[config.mk]
export PLATFORM = sky130hd
export DESIGN_NAME = demux14
export DESIGN_NICKNAME = d
export VERILOG_FILES = /design/src/rtl/demux14_pkg.sv /design/src/rtl/demux14_lane.sv /design/src/rtl/demux14.sv
export SDC_FILE = /design/constraint.sdc
export NUM_CORES = 1
export LEC_CHECK = 0
export CAP_MARGIN = 10
export CORE_MARGIN = 1
export CORE_UTILIZATION = 42
export DETAILED_ROUTE_END_ITERATION = 12
export PLACE_DENSITY = 0.65
export SYNTH_ARGS = -nofsm -noshare
export SYNTH_HDL_FRONTEND = slang
export SYNTH_SLANG_ARGS = --single-unit
[constraint.sdc]
create_clock -name clk -period 2.1 [get_ports clk]
set_input_delay 0.315 -clock clk [delete_from_list [all_inputs] [get_ports clk]]
set_output_delay 0.315 -clock clk [all_outputs]
set_load 0.02 [all_outputs]
[src/rtl/demux14_pkg.sv]
// Shared constants and types for the 1-to-4 streaming demultiplexer.
package demux14_pkg;
    localparam int LANES = 4;
    localparam int SEL_W = 2;
    localparam int DEPTH = 2;

    typedef logic [SEL_W-1:0] lane_idx_t;
    typedef logic [1:0]       cnt_t;
endpackage

[src/rtl/demux14_lane.sv]
// One output lane: a 2-entry FIFO with 1-bit wrapping pointers and a 0..2 count.
module demux14_lane #(
    parameter int WIDTH = 1
) (
    input  logic             i_clk,
    input  logic             i_rst,
    input  logic             i_push,
    input  logic             i_pop,
    input  logic [WIDTH-1:0] i_data,
    output logic [WIDTH-1:0] o_head,
    output logic             o_vld,
    output logic [1:0]       o_cnt
);
    import demux14_pkg::*;

    logic [WIDTH-1:0] r_mem [DEPTH];
    logic             r_rd_ptr;
    logic             r_wr_ptr;
    cnt_t             r_cnt;
    logic             w_pop;

    // A pop request against an empty lane is simply ignored.
    assign w_pop  = i_pop & o_vld;
    assign o_vld  = (r_cnt != 2'd0);
    assign o_head = o_vld ? r_mem[r_rd_ptr] : '0;
    assign o_cnt  = r_cnt;

    always_ff @(posedge i_clk or posedge i_rst) begin
        if (i_rst) begin
            r_rd_ptr <= 1'b0;
            r_wr_ptr <= 1'b0;
            r_cnt    <= 2'd0;
            for (int i = 0; i < DEPTH; i++) r_mem[i] <= '0;
        end else begin
            if (i_push) begin
                r_mem[r_wr_ptr] <= i_data;
                r_wr_ptr        <= r_wr_ptr + 1'b1;
            end
            if (w_pop) r_rd_ptr <= r_rd_ptr + 1'b1;
            case ({i_push, w_pop})
                2'b10:   r_cnt <= r_cnt + 2'd1;
                2'b01:   r_cnt <= r_cnt - 2'd1;
                default: r_cnt <= r_cnt;
            endcase
        end
    end
endmodule

[src/rtl/demux14.sv]
// Routes each accepted input word to lane {s1,s0}; every lane buffers independently.
module demux14 #(
    parameter int WIDTH = 1,
    parameter int DEPTH = 2
) (
    input  logic             clk,
    input  logic             rst,
    input  logic [WIDTH-1:0] in,
    input  logic             s0,
    input  logic             s1,
    input  logic             in_vld,
    output logic             in_rdy,
    output logic [WIDTH-1:0] out0,
    output logic [WIDTH-1:0] out1,
    output logic [WIDTH-1:0] out2,
    output logic [WIDTH-1:0] out3,
    output logic             vld0,
    output logic             vld1,
    output logic             vld2,
    output logic             vld3,
    input  logic             rdy0,
    input  logic             rdy1,
    input  logic             rdy2,
    input  logic             rdy3,
    output logic             busy
);
    import demux14_pkg::*;

    lane_idx_t        w_sel;
    cnt_t             w_cnt  [LANES];
    logic [WIDTH-1:0] w_head [LANES];
    logic [LANES-1:0] w_vld;
    logic [LANES-1:0] w_rdy;
    logic [LANES-1:0] w_push;

    assign w_sel  = {s1, s0};
    // Readiness looks only at the addressed lane's fill level, never at in_vld or pops.
    assign in_rdy = (w_cnt[w_sel] != cnt_t'(DEPTH));
    assign w_rdy  = {rdy3, rdy2, rdy1, rdy0};

    for (genvar g = 0; g < LANES; g++) begin : g_lane
        assign w_push[g] = in_vld & in_rdy & (w_sel == lane_idx_t'(g));
        demux14_lane #(.WIDTH(WIDTH)) u_lane (
            .i_clk  (clk),
            .i_rst  (rst),
            .i_push (w_push[g]),
            .i_pop  (w_rdy[g]),
            .i_data (in),
            .o_head (w_head[g]),
            .o_vld  (w_vld[g]),
            .o_cnt  (w_cnt[g])
        );
    end

    assign out0 = w_head[0];
    assign out1 = w_head[1];
    assign out2 = w_head[2];
    assign out3 = w_head[3];
    assign vld0 = w_vld[0];
    assign vld1 = w_vld[1];
    assign vld2 = w_vld[2];
    assign vld3 = w_vld[3];
    assign busy = |w_vld;
endmodule

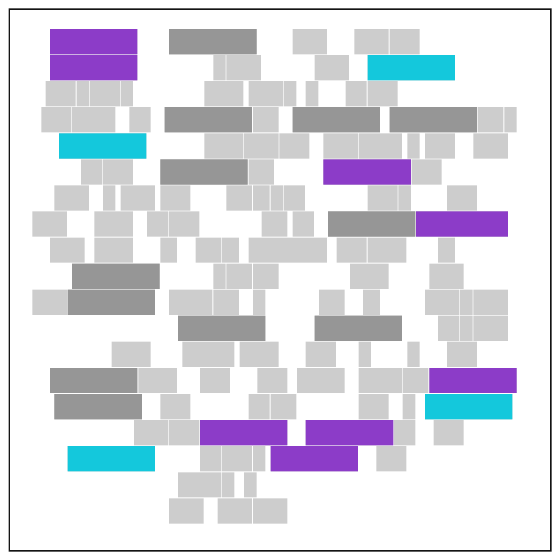
(sequential cells coloured by netlist name)
Other sequential cells in the stronger grey, the rest of the logic in the fainter grey.
colour	netlist name	placed flops	where
cyan	`g_lane.u_lane.r_rd_ptr`	4	all over the die
purple	`g_lane.u_lane.o_cnt`	8	all over the die

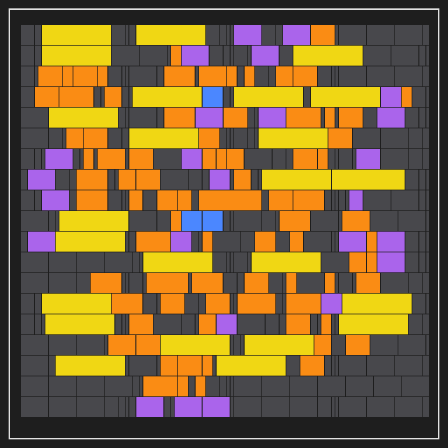
(placed cells, one colour a class)
Fill, decap, tap and diode cells in grey.
colour	class	cells	share of their area
blue	clock-net drivers	3	1.5%
purple	remaining buffers and delay cells	25	15%
yellow	registers	24	40%
orange	remaining logic cells	81	43%

==> reports/qor.json <==
{
  "syn_avg_cell_area_sq_um": 11.7,
  "worst_clock_skew_ps": 6.59,
  "setup_crit_end": "out0",
  "synthesized_netlist_cell_count": 106,
  "slew_headroom": 0.797,
  "cts_hold_buffers": 0,
  "global_route_wire_length_before_repair_um": 3790,
  "dp.final_hpwl_um": 1690,
  "ctsHtreeMaxLevel": 1,
  "pin_count": 20,
  "max-clock-path-buffers": 2,
  "gp_routability_congestion": 0.749,
  "cts.root.buffer_cell": "clkbuf_4",
  "die_height_um": 56.3,
  "fmaxAchievable_ghz": 0.499,
  "timing.setup.critical_path_class": "flop to primary output",
  "viasPerCell": 5.09,
  "groute.usage.overall": 0.153,
  "critical_path.startpoint": "g_lane[0].u_lane.o_cnt[0]",
  "max_stage_delay_ps": 540,
  "power-per-cell-area_nw_per_um2": 1460,
  "yosys.area.top_type_share": 0.484,
  "drcViolationCount": 0,
  "p_total_mw": 2.24,
  "grt_pass1_vias": 870,
  "final_std_cell_area_no_fill_sq_um": 1530,
  "detail_route.first_pass.iterations": 4,
  "post_dp_cell_area_sq_um": 1510,
  "synthDominantAreaCellType": "dfrtp_1",
  "core_area_sq_um": 2780,
  "synth_chip_area_sq_um": 1240,
  "crit_path_cell_trace": "buf_4, nor2_1, nor2_1, clkdlybuf4s50_1",
  "final_critical_path_share_of_the_clock_period": 0.954,
  "number_of_nets_in_the_finished_design": 149,
  "regToRegStartpoint": "g_lane[1].u_lane.o_cnt[1]",
  "insertedDiodeCount": 0,
  "clock_insertion_delay_worst_skew_ps": 300,
  "worst-path-max-fanout": 4,
  "max_cap_viol_count": 0,
  "seq_area_frac_synth": 0.484,
  "crit_slowest_cell": "clkdlybuf4s50_1",
  "grt-ovfl-total": 0,
  "fin_tns_setup_ps": 0,
  "area_growth_syn_to_layout_pct": 23.3,
  "totalWireLength_um": 2140,
  "share_of_final_layout_standard_cells_stronger_than_drive_strength_1": 0.188,
  "worst_path_most_repeated_cell": "nor2_1",
  "port-buffer-count": 19,
  "netlist_area_sq_um": 1240,
  "fp_nets": 120,
  "timing.final.max_slew_violations": 0,
  "routed_wire_length_per_instance_um": 13.0,
  "finalSetupViolCount": 0,
  "number_of_buffers_inserted_during_clock_tree_synthesis": 3,
  "floorplan.rows": 19,
  "postLayoutSetupSlackWorst_ps": 96.7,
  "tightest_slew_ps": 303,
  "peakVddDrop_uv": 892,
  "yosysCellCount": 106,
  "tritoncts": "built",
  "hold_violations": 0,
  "setup_repair_after_global_routing_missed_its_margin": "false",
  "grt_start_max_net_pins": 25,
  "routed-via-count": 834,
  "die_width_um": 56.3,
  "topCellsByArea": "dfrtp_1 (48%), xnor2_1 (8.5%), mux2_2 (6.4%)",
  "clock_sinks": 24,
  "min_path_type": "input port to asynchronous set/reset pin",
  "clk_pin_slew_worst_paths_ps": 120,
  "worstSetupStartpointType": "flop",
  "fp_util": 0.446,
  "dp_worst_setup_slack_ps": -101,
  "r2r.worst_path.cells": 5,
  "reg2reg_to": "g_lane[1].u_lane.o_cnt[1]",
  "ys_types": 27,
  "outcome": "finished clean",
  "chipArea_sq_um": 3170,
  "p_leak_nw": 0.650,
  "timing.final.crit_period_ps": 2000
}
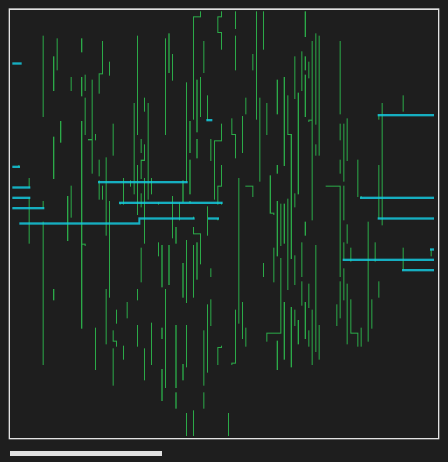
(metal layers overlaid)
The bar under the picture is 20 um long. Two of the layers only.
colour	layer	wire length
green	M2	991 um
cyan	M3	98.9 um

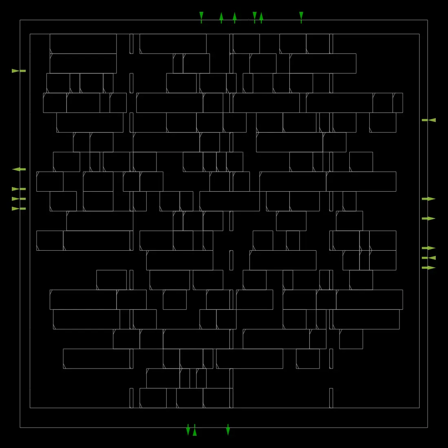
(placed standard cells)
register fraction of the total cell area: 0.394
count of placed standard cells in the final layout, fillers left out: 164
flip-flops: 24

cells by family (layout without fill, tap and decap cells):
| group | count (synthesis) | in the layout | share of synthesized area |
|---|---|---|---|
| xor+xnor | 20 | 20 | 0.141 |
| fa+ha+maj | 4 | 4 | 0.0404 |
| buf+inv | 8 | 35 | 0.0252 |
| flops | 24 | 24 | 0.484 |
| mux | 13 | 13 | 0.123 |
| simple gates | 37 | 37 | 0.186 |
cell usage in the layout (no fill, tap or decap):
| cell | n |
|---|---|
| and2b_1 | 1 |
| buf_4 | 6 |
| clkbuf_2 | 1 |
| clkbuf_4 | 3 |
| clkdlybuf4s50_1 | 17 |
| dfrtp_1 | 23 |
| dfrtp_2 | 1 |
| dlygate4sd2_1 | 1 |
| ha_1 | 4 |
| inv_1 | 7 |
| mux2_1 | 1 |
| mux2_2 | 7 |
| mux2i_1 | 4 |
| mux4_2 | 1 |
| nand2_1 | 1 |
| nand2b_1 | 2 |
| nand3_1 | 3 |
| nand3b_1 | 1 |
| nand4_1 | 2 |
| nand4b_1 | 2 |
| nor2_1 | 12 |
| nor2_2 | 1 |
| nor2b_1 | 4 |
| nor2b_2 | 1 |
| nor2b_4 | 1 |
| nor3_1 | 1 |
| nor3b_1 | 1 |
| nor4_2 | 1 |
| nor4b_2 | 1 |
| or2_1 | 1 |
| or3_4 | 1 |
| xnor2_1 | 12 |
| xor2_1 | 8 |
cell type report:
type / instances / area [sq um]
tap: 31 / 38.8
clock buffer: 3 / 22.5
inverter: 7 / 26.3
timing repair buffer: 25 / 229
fill: 262 / 1250
multi-input combinational: 74 / 611
sequential: 24 / 602
where the power goes:
part / switching, mW / internal (mW)
clock network: 0.121 / 0.0668
registers: 0.193 / 0.709
logic: 0.536 / 0.612
total: 0.849 / 1.39
Yosys cell counts (all sizes together):
master,n
xor2,8
buf,1
nor2b,6
nor2,13
ha,4
nand4,2
mux4,1
nand3,3
nand2,1
mux2,8
mux2i,4
and2b,1
or3,1
nor4,1
nor4b,1
or2,1
nor3,1
xnor2,12
nand3b,1
inv,7
nand4b,2
nor3b,1
dfrtp,24
nand2b,2
registers in the layout, indices dropped and copies added (netlist names):
signal,flops
g_lane.u_lane.r_mem,8
g_lane.u_lane.o_cnt,8
g_lane.u_lane.r_rd_ptr,4
g_lane.u_lane.r_wr_ptr,4
per-layer routing:
| layer | global-route usage | up-vias | part of all wire |
|---|---|---|---|
| met3 | 0.0253 | 4 | 0.046 |
| met4 | 0.0523 | 0 | 0.016 |
| li1 | - | 409 | - |
| met2 | 0.245 | 20 | 0.46 |
| met5 | 0 | - | 0 |
| met1 | 0.212 | 401 | 0.47 |
critical path: cells and delay by family, from the launching register on:
| kind | cells | cell delay [ps] |
|---|---|---|
| buffers and inverters | 2 | 690 |
| DFF | 1 | 390 |
| and+or+nand+nor | 2 | 310 |
through the flow:
stage          hold WS [ps]  cells
2_1_floorplan           330    106
3_3_place_gp            474    161
3_5_place_dp            476    161
4_1_cts                 350    164
5_1_grt                 364    164
6_report                345    164
what timing repair did:
item                       CTS  global route
setup endpoints to repair    3             1
buffers inserted             0             0
resized                      5             1
Power figures rest on the tool's default switching activity, not on a simulated workload.
